--- config.mk ---
export PLATFORM = sky130hd
export DESIGN_NAME = serial_tx_unit
export DESIGN_NICKNAME = d
export VERILOG_FILES = /design/src/rtl/serial_tx_unit_pkg.sv /design/src/rtl/serial_tx_unit_fifo.sv /design/src/rtl/serial_tx_unit.sv
export SDC_FILE = /design/constraint.sdc
export NUM_CORES = 1
export LEC_CHECK = 0
export ABC_AREA = 1
export CORE_MARGIN = 1
export CORE_UTILIZATION = 55
export DETAILED_ROUTE_END_ITERATION = 8
export GPL_TIMING_DRIVEN = 0
export PLACE_DENSITY_LB_ADDON = 0.3
export SLEW_MARGIN = 40
export SYNTH_ARGS = -nofsm -noshare
export SYNTH_HDL_FRONTEND = slang
export SYNTH_HIERARCHICAL = 1
export SYNTH_SLANG_ARGS = --single-unit
--- constraint.sdc ---
create_clock -name clk -period 2.7 [get_ports clk]
set_input_delay 0.27 -clock clk [delete_from_list [all_inputs] [get_ports clk]]
set_output_delay 0.27 -clock clk [all_outputs]
set_load 0.02 [all_outputs]
--- src/rtl/serial_tx_unit_pkg.sv ---
// Shared definitions for the serial transmit path: FSM encodings and default bit timing.
package serial_tx_unit_pkg;

    typedef enum logic [1:0] {
        ST_IDLE  = 2'd0,
        ST_START = 2'd1,
        ST_DATA  = 2'd2,
        ST_STOP  = 2'd3
    } tx_state_t;

    localparam int DEFAULT_CLKS_PER_BIT = 16;
    localparam int DEFAULT_FIFO_DEPTH   = 4;
    localparam int DEFAULT_DATA_W       = 8;

endpackage

--- src/rtl/serial_tx_unit_fifo.sv ---
// Synchronous show-ahead byte FIFO; a push into a full FIFO is ignored even when a pop happens on the same edge.
module serial_tx_fifo
    import serial_tx_unit_pkg::*;
#(
    parameter int DEPTH  = DEFAULT_FIFO_DEPTH,
    parameter int DATA_W = DEFAULT_DATA_W
) (
    input  logic                       i_clk,
    input  logic                       i_rst_n,
    input  logic                       i_push,
    input  logic                       i_pop,
    input  logic [DATA_W-1:0]          i_data,
    output logic [DATA_W-1:0]          o_data,
    output logic                       o_full,
    output logic                       o_empty,
    output logic [$clog2(DEPTH):0]     o_count
);

    localparam int PTR_W = $clog2(DEPTH);

    logic [DATA_W-1:0] r_mem [DEPTH];
    logic [PTR_W-1:0]  r_wr_ptr;
    logic [PTR_W-1:0]  r_rd_ptr;
    logic [PTR_W:0]    r_count;
    logic              w_wr;
    logic              w_rd;

    assign o_full  = (r_count == (PTR_W+1)'(DEPTH));
    assign o_empty = (r_count == '0);
    assign o_count = r_count;
    assign o_data  = r_mem[r_rd_ptr];

    assign w_wr = i_push & ~o_full;
    assign w_rd = i_pop  & ~o_empty;

    always_ff @(posedge i_clk) begin
        if (w_wr) begin
            r_mem[r_wr_ptr] <= i_data;
        end
    end

    // Pointers wrap naturally because DEPTH is a power of two.
    always_ff @(posedge i_clk or negedge i_rst_n) begin
        if (!i_rst_n) begin
            r_wr_ptr <= '0;
            r_rd_ptr <= '0;
            r_count  <= '0;
        end else begin
            if (w_wr) begin
                r_wr_ptr <= r_wr_ptr + PTR_W'(1);
            end
            if (w_rd) begin
                r_rd_ptr <= r_rd_ptr + PTR_W'(1);
            end
            case ({w_wr, w_rd})
                2'b10:   r_count <= r_count + (PTR_W+1)'(1);
                2'b01:   r_count <= r_count - (PTR_W+1)'(1);
                default: r_count <= r_count;
            endcase
        end
    end

endmodule

--- src/rtl/serial_tx_unit.sv ---
// 8N1 LSB-first serial transmitter fed by a small byte FIFO so OUT instructions never stall the core.
module serial_tx_unit
    import serial_tx_unit_pkg::*;
#(
    parameter int CLKS_PER_BIT = DEFAULT_CLKS_PER_BIT,
    parameter int FIFO_DEPTH   = DEFAULT_FIFO_DEPTH,
    parameter int DATA_W       = DEFAULT_DATA_W
) (
    input  logic              clk,
    input  logic              reset_n,
    input  logic              serial_out_en,
    input  logic [DATA_W-1:0] acc_data,
    input  logic              overflow_clr,
    output logic              serial_tx,
    output logic              tx_busy,
    output logic              fifo_full,
    output logic              overflow
);

    localparam int CNT_W = (CLKS_PER_BIT > 1) ? $clog2(CLKS_PER_BIT) : 1;
    localparam int BIT_W = (DATA_W > 1) ? $clog2(DATA_W) : 1;
    localparam int FCNT_W = $clog2(FIFO_DEPTH) + 1;

    tx_state_t          r_state;
    tx_state_t          w_state_nxt;
    logic [CNT_W-1:0]   r_baud_cnt;
    logic [CNT_W-1:0]   w_baud_nxt;
    logic [BIT_W-1:0]   r_bit_idx;
    logic [BIT_W-1:0]   w_bit_nxt;
    logic [DATA_W-1:0]  r_shift;
    logic [DATA_W-1:0]  w_shift_nxt;
    logic               r_tx;
    logic               w_tx_nxt;
    logic               r_overflow;
    logic               w_pop;
    logic               w_baud_end;
    logic               w_drop;

    logic [DATA_W-1:0]  w_fifo_data;
    logic               w_fifo_full;
    logic               w_fifo_empty;
    logic [FCNT_W-1:0]  w_fifo_count;

    serial_tx_fifo #(
        .DEPTH  (FIFO_DEPTH),
        .DATA_W (DATA_W)
    ) u_fifo (
        .i_clk   (clk),
        .i_rst_n (reset_n),
        .i_push  (serial_out_en),
        .i_pop   (w_pop),
        .i_data  (acc_data),
        .o_data  (w_fifo_data),
        .o_full  (w_fifo_full),
        .o_empty (w_fifo_empty),
        .o_count (w_fifo_count)
    );

    assign w_baud_end = (r_baud_cnt == CNT_W'(CLKS_PER_BIT - 1));
    assign w_drop     = serial_out_en & w_fifo_full;

    always_comb begin
        w_state_nxt = r_state;
        w_baud_nxt  = w_baud_end ? '0 : r_baud_cnt + CNT_W'(1);
        w_bit_nxt   = r_bit_idx;
        w_shift_nxt = r_shift;
        w_pop       = 1'b0;
        case (r_state)
            ST_IDLE: begin
                w_baud_nxt = '0;
                if (!w_fifo_empty) begin
                    w_pop       = 1'b1;
                    w_shift_nxt = w_fifo_data;
                    w_state_nxt = ST_START;
                end
            end
            ST_START: begin
                if (w_baud_end) begin
                    w_bit_nxt   = '0;
                    w_state_nxt = ST_DATA;
                end
            end
            ST_DATA: begin
                if (w_baud_end) begin
                    w_shift_nxt = r_shift >> 1;
                    if (r_bit_idx == BIT_W'(DATA_W - 1)) begin
                        w_state_nxt = ST_STOP;
                    end else begin
                        w_bit_nxt = r_bit_idx + BIT_W'(1);
                    end
                end
            end
            ST_STOP: begin
                // Chain straight into the next frame when more bytes are waiting.
                if (w_baud_end) begin
                    if (!w_fifo_empty) begin
                        w_pop       = 1'b1;
                        w_shift_nxt = w_fifo_data;
                        w_state_nxt = ST_START;
                    end else begin
                        w_state_nxt = ST_IDLE;
                    end
                end
            end
            default: begin
                w_state_nxt = ST_IDLE;
            end
        endcase
    end

    // The line level is decided from the next state so it changes on the same edge as the FSM.
    always_comb begin
        w_tx_nxt = 1'b1;
        case (w_state_nxt)
            ST_START: w_tx_nxt = 1'b0;
            ST_DATA:  w_tx_nxt = w_shift_nxt[0];
            default:  w_tx_nxt = 1'b1;
        endcase
    end

    always_ff @(posedge clk or negedge reset_n) begin
        if (!reset_n) begin
            r_state    <= ST_IDLE;
            r_baud_cnt <= '0;
            r_bit_idx  <= '0;
            r_shift    <= '0;
            r_tx       <= 1'b1;
        end else begin
            r_state    <= w_state_nxt;
            r_baud_cnt <= w_baud_nxt;
            r_bit_idx  <= w_bit_nxt;
            r_shift    <= w_shift_nxt;
            r_tx       <= w_tx_nxt;
        end
    end

    // A dropped push outranks a simultaneous clear.
    always_ff @(posedge clk or negedge reset_n) begin
        if (!reset_n) begin
            r_overflow <= 1'b0;
        end else if (w_drop) begin
            r_overflow <= 1'b1;
        end else if (overflow_clr) begin
            r_overflow <= 1'b0;
        end
    end

    assign serial_tx = r_tx;
    assign tx_busy   = (r_state != ST_IDLE) | (w_fifo_count != '0);
    assign fifo_full = w_fifo_full;
    assign overflow  = r_overflow;

endmodule

==> impl_metrics.ini, run 1 <==
; synthesis and place-and-route metrics
[cts]
htreeDepth = 3

[power]
pwr-share-clk_pct = 23.1
comb_power_share_pct = 38.0
comb_power_uw = 1270
power.switching_uw = 1260
seq_power_share_pct = 38.8
vdd_drop_max_v = 0.000589
p_leak_uw = 0.00154

[final_layout]
drive_above_1_share_pct = 12.6
fill_cells = 412
lay_top_cells = nand2_1, inv_1, edfxtp_1, dfrtp_1, o211ai_1
ff_latch_area_um2 = 1620

[die]
fp_util_pct = 57.3
die_w_um = 75.0

[worst_setup_path]
cp_data_required_time_ns = 2.93
cp-start-kind = flop
cp.arrival_ns = 2.69
cp_max_fo = 8

[outcome]
outcome = completed

[sta]
maxSlewViolCount = 0

[yosys]
ys_cells = 309
syn_area_per_cell_um2 = 9.48
ys.flop_type = edfxtp_1

[flow_run]
cap_violations = 0

[min_path]
hold_class = primary input to async pin

[global_routing]
grt_overflow = 0
run 1: metal layers:
metal	up-vias	wire, um	GRT usage [%]
met2	40	2510	34.7
met5	-	0	0
met3	13	216	6.29
met4	0	140	13.0
met1	990	2390	28.2
li1	1068	-	-
run 1: final timing paths:
kind                                     endpoint     startpoint  slack, ns  cells after the start
worst max-delay path            u_fifo/o_count[2]     r_state[1]       0.24                     15
worst min-delay path                   r_shift[4]        reset_n       0.46                      2
worst max register to register  u_fifo/o_count[2]     r_state[1]       0.24                     15
worst min register to register      r_baud_cnt[0]  r_baud_cnt[0]       0.47                      1
max in group asynchronous              r_state[0]        reset_n       1.81                      2
min in group clk                    r_baud_cnt[0]  r_baud_cnt[0]       0.47                      1
run 1: kinds of logic (layout without fill, tap and decap cells):
family | Yosys count | in the layout | synth area share [%]
AOI/OAI and AO/OA | 50 | 50 | 10.9
xor gates and xnor gates | 2 | 2 | 0.598
adders and majority gates | 14 | 14 | 6.24
buffers and inverters | 60 | 92 | 8.84
DFF | 58 | 58 | 55.1
and+or+nand+nor | 125 | 125 | 18.4
run 1: cell type report:
type,count,share of cell area [%]
buffer,5,1.44
clock buffer,11,3.87
clock inverter,5,1.62
inverter,54,6.09
multi-input combinational,191,32.0
sequential,58,47.6
tap,70,2.58
timing repair buffer,17,4.80
run 1: timing repair:
action / in CTS / in global routing
setup buffers: 1 / 0
gates resized: 3 / 5
pin swaps: 1 / 1
hold endpoints to repair: 25 / 0
hold buffers: 1 / 0
endpoints found under the setup margin: 2 / 2
run 1: metrics by stage:
step	cell area, um^2	utilization (%)	instances	setup TNS, ns
floorplan	2930	-	309	0
finish	3390	66.4	411	0
detailed placement	3160	61.9	394	-0.247
global placement	3170	62.0	394	-0.123
CTS	3380	66.1	412	0
global route	3390	66.4	411	0
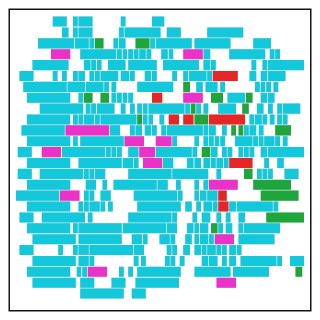
*Cell sizes after repair, run 1*
Drawn at 4 px/um.
| colour | size | cells | share |
|---|---|---|---|
| cyan | x1 and smaller | 298 | 87% |
| magenta | x6 and larger | 14 | 4.1% |
| red | x3 and x4 | 8 | 2.3% |
| green | x2 | 21 | 6.2% |

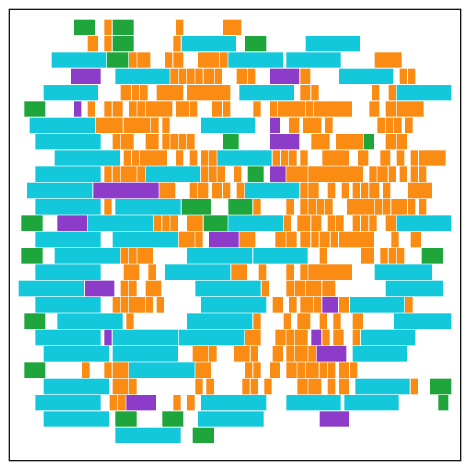
*Cells coloured by class, run 1*
Drawn at 6 px/um.
| colour | class | cells |
|---|---|---|
| purple | clock drivers and dummy loads | 16 |
| green | remaining buffers and delay cells | 22 |
| orange | remaining logic cells | 245 |
| cyan | sequential cells | 58 |

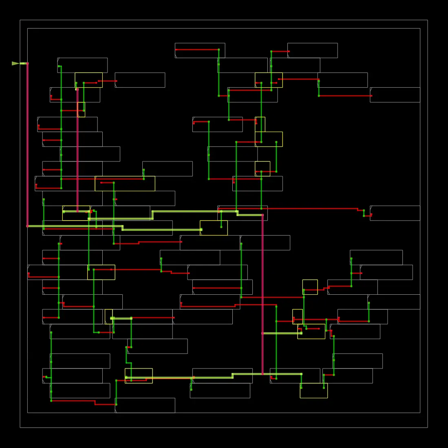
*The clock network, run 1*
Clock Latency Late Sink: 0.34 ns
clock buf count: 11

--- run 2 (diff from run 1) ---
--- a/config.mk
+++ b/config.mk
@@ -10,7 +10,7 @@
 export CORE_UTILIZATION = 55
 export DETAILED_ROUTE_END_ITERATION = 8
 export GPL_TIMING_DRIVEN = 0
-export PLACE_DENSITY_LB_ADDON = 0.3
+export PLACE_DENSITY = 0.74
 export SLEW_MARGIN = 40
 export SYNTH_ARGS = -nofsm -noshare
 export SYNTH_HDL_FRONTEND = slang
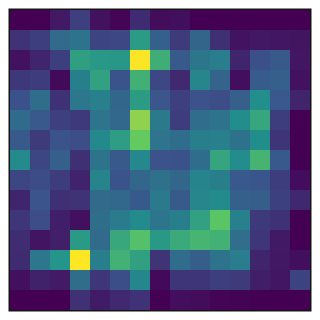
*Routed metal per tile, run 2*
Drawn at 4 px/um. 15 x 15 tiles, from dark purple (low) to yellow (high), scaled to the fullest tile. Values are wire area over tile area, all layers added.
emptiest ninth of the die: upper right
fullest tile: 0.53
tiles over half the peak: 12%
nearly empty tiles: 10%

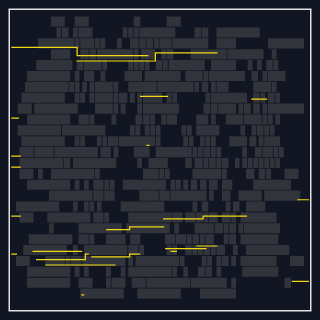
*Met3 routing, run 2*
Drawn at 4 px/um. Cells faint in the background.
nets with wire on the layer: 16
share of all routed wire: 4.1%
longest straight run: 19.6 um
main direction: horizontal

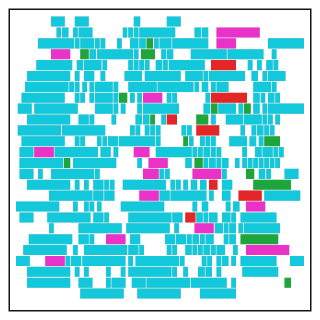
*Cell sizes after repair, run 2*
Drawn at 4 px/um.
| colour | size | cells | share |
|---|---|---|---|
| magenta | x6 and larger | 15 | 4.4% |
| green | x2 | 16 | 4.7% |
| cyan | x1 and smaller | 302 | 89% |
| red | x3 and x4 | 7 | 2.1% |

==> impl_metrics.ini, run 2 <==
; synthesis and place-and-route metrics
[outcome]
outcome = completed

[worst_setup_path]
reg2reg_from = r_state[1]
cp.arrival_ns = 2.76
r2r_setup_slack_ns = 0.17
cp-start-kind = flop
crit_start = r_state[1]
r2r_end = u_fifo/o_count[2]
cp_data_required_time_ns = 2.93
ff2ff_path_depth = 15

[final_layout]
fin_util_pct = 66.7
final_area_um2 = 3410
drive_above_1_share_pct = 11.2
fill_cells = 431

[cts]
cts_resized = 4
cts_setup_buffers = 0
worstSkewPairLatency_ns = 0.34
htreeDepth = 3
hold_buffers = 1

[routing]
dr_wl_met2_um = 2540

[yosys]
syn_area_per_cell_um2 = 9.48
ys_cells = 309
ys.flop_type = edfxtp_1
ys_sh_mux_pct = 0
adder_share_pct = 6.24
yosys.area_share.aoi_pct = 10.9
logic_family = simple AND/OR/NAND/NOR gates
xor_share_pct = 0.598
ys_sh_simple_pct = 18.4

[power]
pwr-share-clk_pct = 24.7
vdd_drop_max_v = 0.000646
seq_power_share_pct = 37.9
p_leak_uw = 0.00155
power.switching_uw = 1250

[die]
fp_util_pct = 57.3

[global_routing]
grt_use_met3_pct = 10.4
use_met2_pct = 35.8
grt_overflow = 0

[min_path]
hold_class = primary input to async pin

[flow_run]
cap_violations = 0

[placed_design]
post_dp_cell_area_um2 = 3160

[sta]
maxSlewViolCount = 0
[run 2: cell counts after synthesis]
No cell type changed its count.
[run 2: layout make-up]
class                           count  area (um^2)  area share [%]
Buffer                              5         48.8            1.43
Clock buffer                       10          128            3.74
Clock inverter                      6         81.3            2.39
Inverter                           54          206            6.06
Multi-Input combinational cell    191         1090            31.9
Sequential cell                    58         1610            47.4
Tap cell                           70         87.6            2.57
Timing Repair Buffer               16          155            4.55
[run 2: cells by family (layout without fill, tap and decap cells)]
kind of cell             after synthesis  after routing
AND/OR/NAND/NOR                      125            125
buffers and inverters                 60             91
flip-flops                            58             58
AND-OR/OR-AND                         50             50
adder cells (fa/ha/maj)               14             14
XOR/XNOR                               2              2
[run 2: stage by stage]
step                      cells  setup WS (ns)  hold WS [ns]  setup TNS (ns)  total power [uW]
final                       410          0.167         0.460               0              3420
after CTS                   411         0.0298         0.466               0              3440
after global routing        410        0.00533         0.507               0              3690
after detailed placement    394         -0.223         0.309          -0.354              2560
after global placement      394         -0.118         0.448          -0.145              2530
after floorplan             309          0.242       -0.0256               0              2240
[run 2: how the worst max path moves through the flow]
stage,endpoint,slack (ns),cells after the start
after floorplan,u_fifo/o_count[2],0.24,15
after global routing,u_fifo/o_count[2],0.005,15
final,u_fifo/o_count[2],0.17,15
after detailed placement,u_fifo/o_count[2],-0.22,15
after global placement,u_fifo/o_count[2],-0.12,15
after CTS,u_fifo/o_count[2],0.03,15
[run 2: worst max-delay path, cell delays in order, from the launching register on]
cell,delay (ns)
dfrtp_2,0.47
inv_1,0.17
ha_4,0.19
inv_1,0.06
nand2_1,0.12
o21ai_2,0.15
nor3_4,0.20
nand2_1,0.13
inv_1,0.07
ha_1,0.15
inv_1,0.07
fa_1,0.38
nand2_1,0.10
nand3_1,0.08
nand2_1,0.06
nand2_1,0.04
--- run 3 (diff from run 2) ---
--- a/config.mk
+++ b/config.mk
@@ -5,11 +5,12 @@
 export SDC_FILE = /design/constraint.sdc
 export NUM_CORES = 1
 export LEC_CHECK = 0
-export ABC_AREA = 1
+export ABC_CLOCK_PERIOD_IN_PS = 2700
 export CORE_MARGIN = 1
 export CORE_UTILIZATION = 55
 export DETAILED_ROUTE_END_ITERATION = 8
 export GPL_TIMING_DRIVEN = 0
+export MAX_ROUTING_LAYER = met4
 export PLACE_DENSITY = 0.74
 export SLEW_MARGIN = 40
 export SYNTH_ARGS = -nofsm -noshare
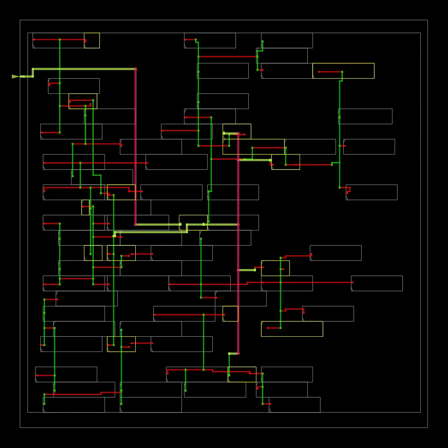
*The clock network, run 3*
CTS buffer count: 9
Clock Latency Late Sink: 0.32 ns
total clock sinks: 58

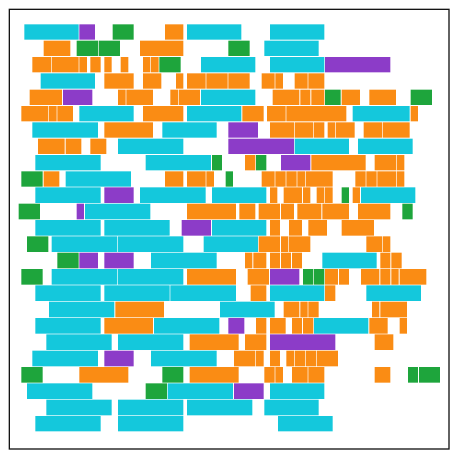
*Cells coloured by class, run 3*
Drawn at 6 px/um.
Seq area share: 49.0%
core area: 4790 um^2

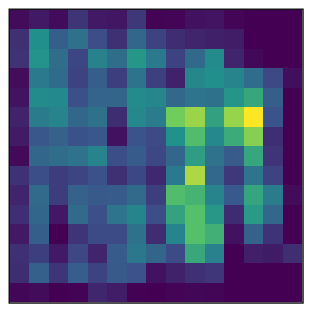
*Routed metal per tile, run 3*
Drawn at 4 px/um. 15 x 15 tiles, from dark purple (low) to yellow (high), scaled to the fullest tile. Values are wire area over tile area, all layers added.
DR WL/cell: 16.3 um
vias: 1690

==> impl_metrics.ini, run 3 <==
; synthesis and place-and-route metrics
[outcome]
outcome = completed

[placed_design]
dp_cells = 284

[die]
fp_util_pct = 58.0

[cts]
cts_setup_buffers = 0
htreeDepth = 3

[sta]
setup_slack_ns = 0.0794
maxSlewViolCount = 0
whs_ns = 0.473
setup_tns_ns = 0

[worst_setup_path]
ff2ff_path_depth = 10
crit_start = r_state[0]
cp_data_required_time_ns = 2.43
r2r_setup_slack_ns = 0.15
reg2reg_from = r_state[0]
setup.worst_path.end = tx_busy

[final_layout]
combGateArea_um2 = 1120
fin_util_pct = 68.8
ff_latch_area_um2 = 1610
final_cells = 301

[power]
p_leak_uw = 0.00126
power_uw = 3580

[flow_run]
cap_violations = 0

[yosys]
ys.flop_type = edfxtp_1
ys_cells = 202

[min_path]
hold_class = primary input to async pin

[global_routing]
grt_overflow = 0
run 3: cell count changes in the layout (fill, tap and decap cells not counted), moves of 4 or more:
| cell | change |
|---|---|
| mux4_2 | +8 |
| o22ai_1 | -6 |
| o211ai_1 | -16 |
| o21ai_0 | -11 |
| buf_2 | +4 |
| xnor2_1 | +4 |
| nand3_1 | -12 |
| a21oi_1 | +5 |
| inv_1 | -39 |
| mux2i_1 | +7 |
| nand2_1 | -80 |
| and2_2 | +4 |
| o21a_1 | +5 |
run 3: worst max-delay path, stage by stage, from the launching register on:
cell	delay [ns]
dfrtp_1	0.46
inv_1	0.20
ha_4	0.22
or4b_2	0.59
clkdlybuf4s50_1	0.56
run 3: power by group:
group          switching [uW]  internal [uW]
Combinational             639            594
Clock                     345            611
Sequential                185           1210
run 3: cell families after synthesis:
kind of cell | Yosys count | share of synthesized area [%]
simple gates | 41 | 8.34
mux | 18 | 10.4
flops | 58 | 58.1
compound gates | 44 | 11.1
buf+inv | 19 | 2.93
fa+ha+maj | 14 | 6.58
xor+xnor | 8 | 2.52
run 3: layer usage:
layer | vias up | part of all wire [%] | global-route usage (%)
met2 | 45 | 53 | 35.5
li1 | 801 | - | -
met5 | - | 0 | -
met3 | 15 | 4.1 | 5.25
met1 | 829 | 40 | 25.2
met4 | 0 | 2.3 | 12.4
run 3: area by class of cell:
cell class	instances	area share, %
flip-flops and latches	58	49.0
multi-input cells	125	34.0
repair buffers	16	4.71
clock buffers	9	3.76
clock inverters	7	3.57
well taps	67	2.54
inverters	11	1.25
plain buffers	8	1.22
run 3: what timing repair did:
action | in CTS | in global routing
endpoints found under the setup margin | 3 | 3
resized | 2 | 5
hold endpoints to repair | 25 | 0
hold buffers | 1 | 0
Power is estimated from default activity; no workload was simulated.
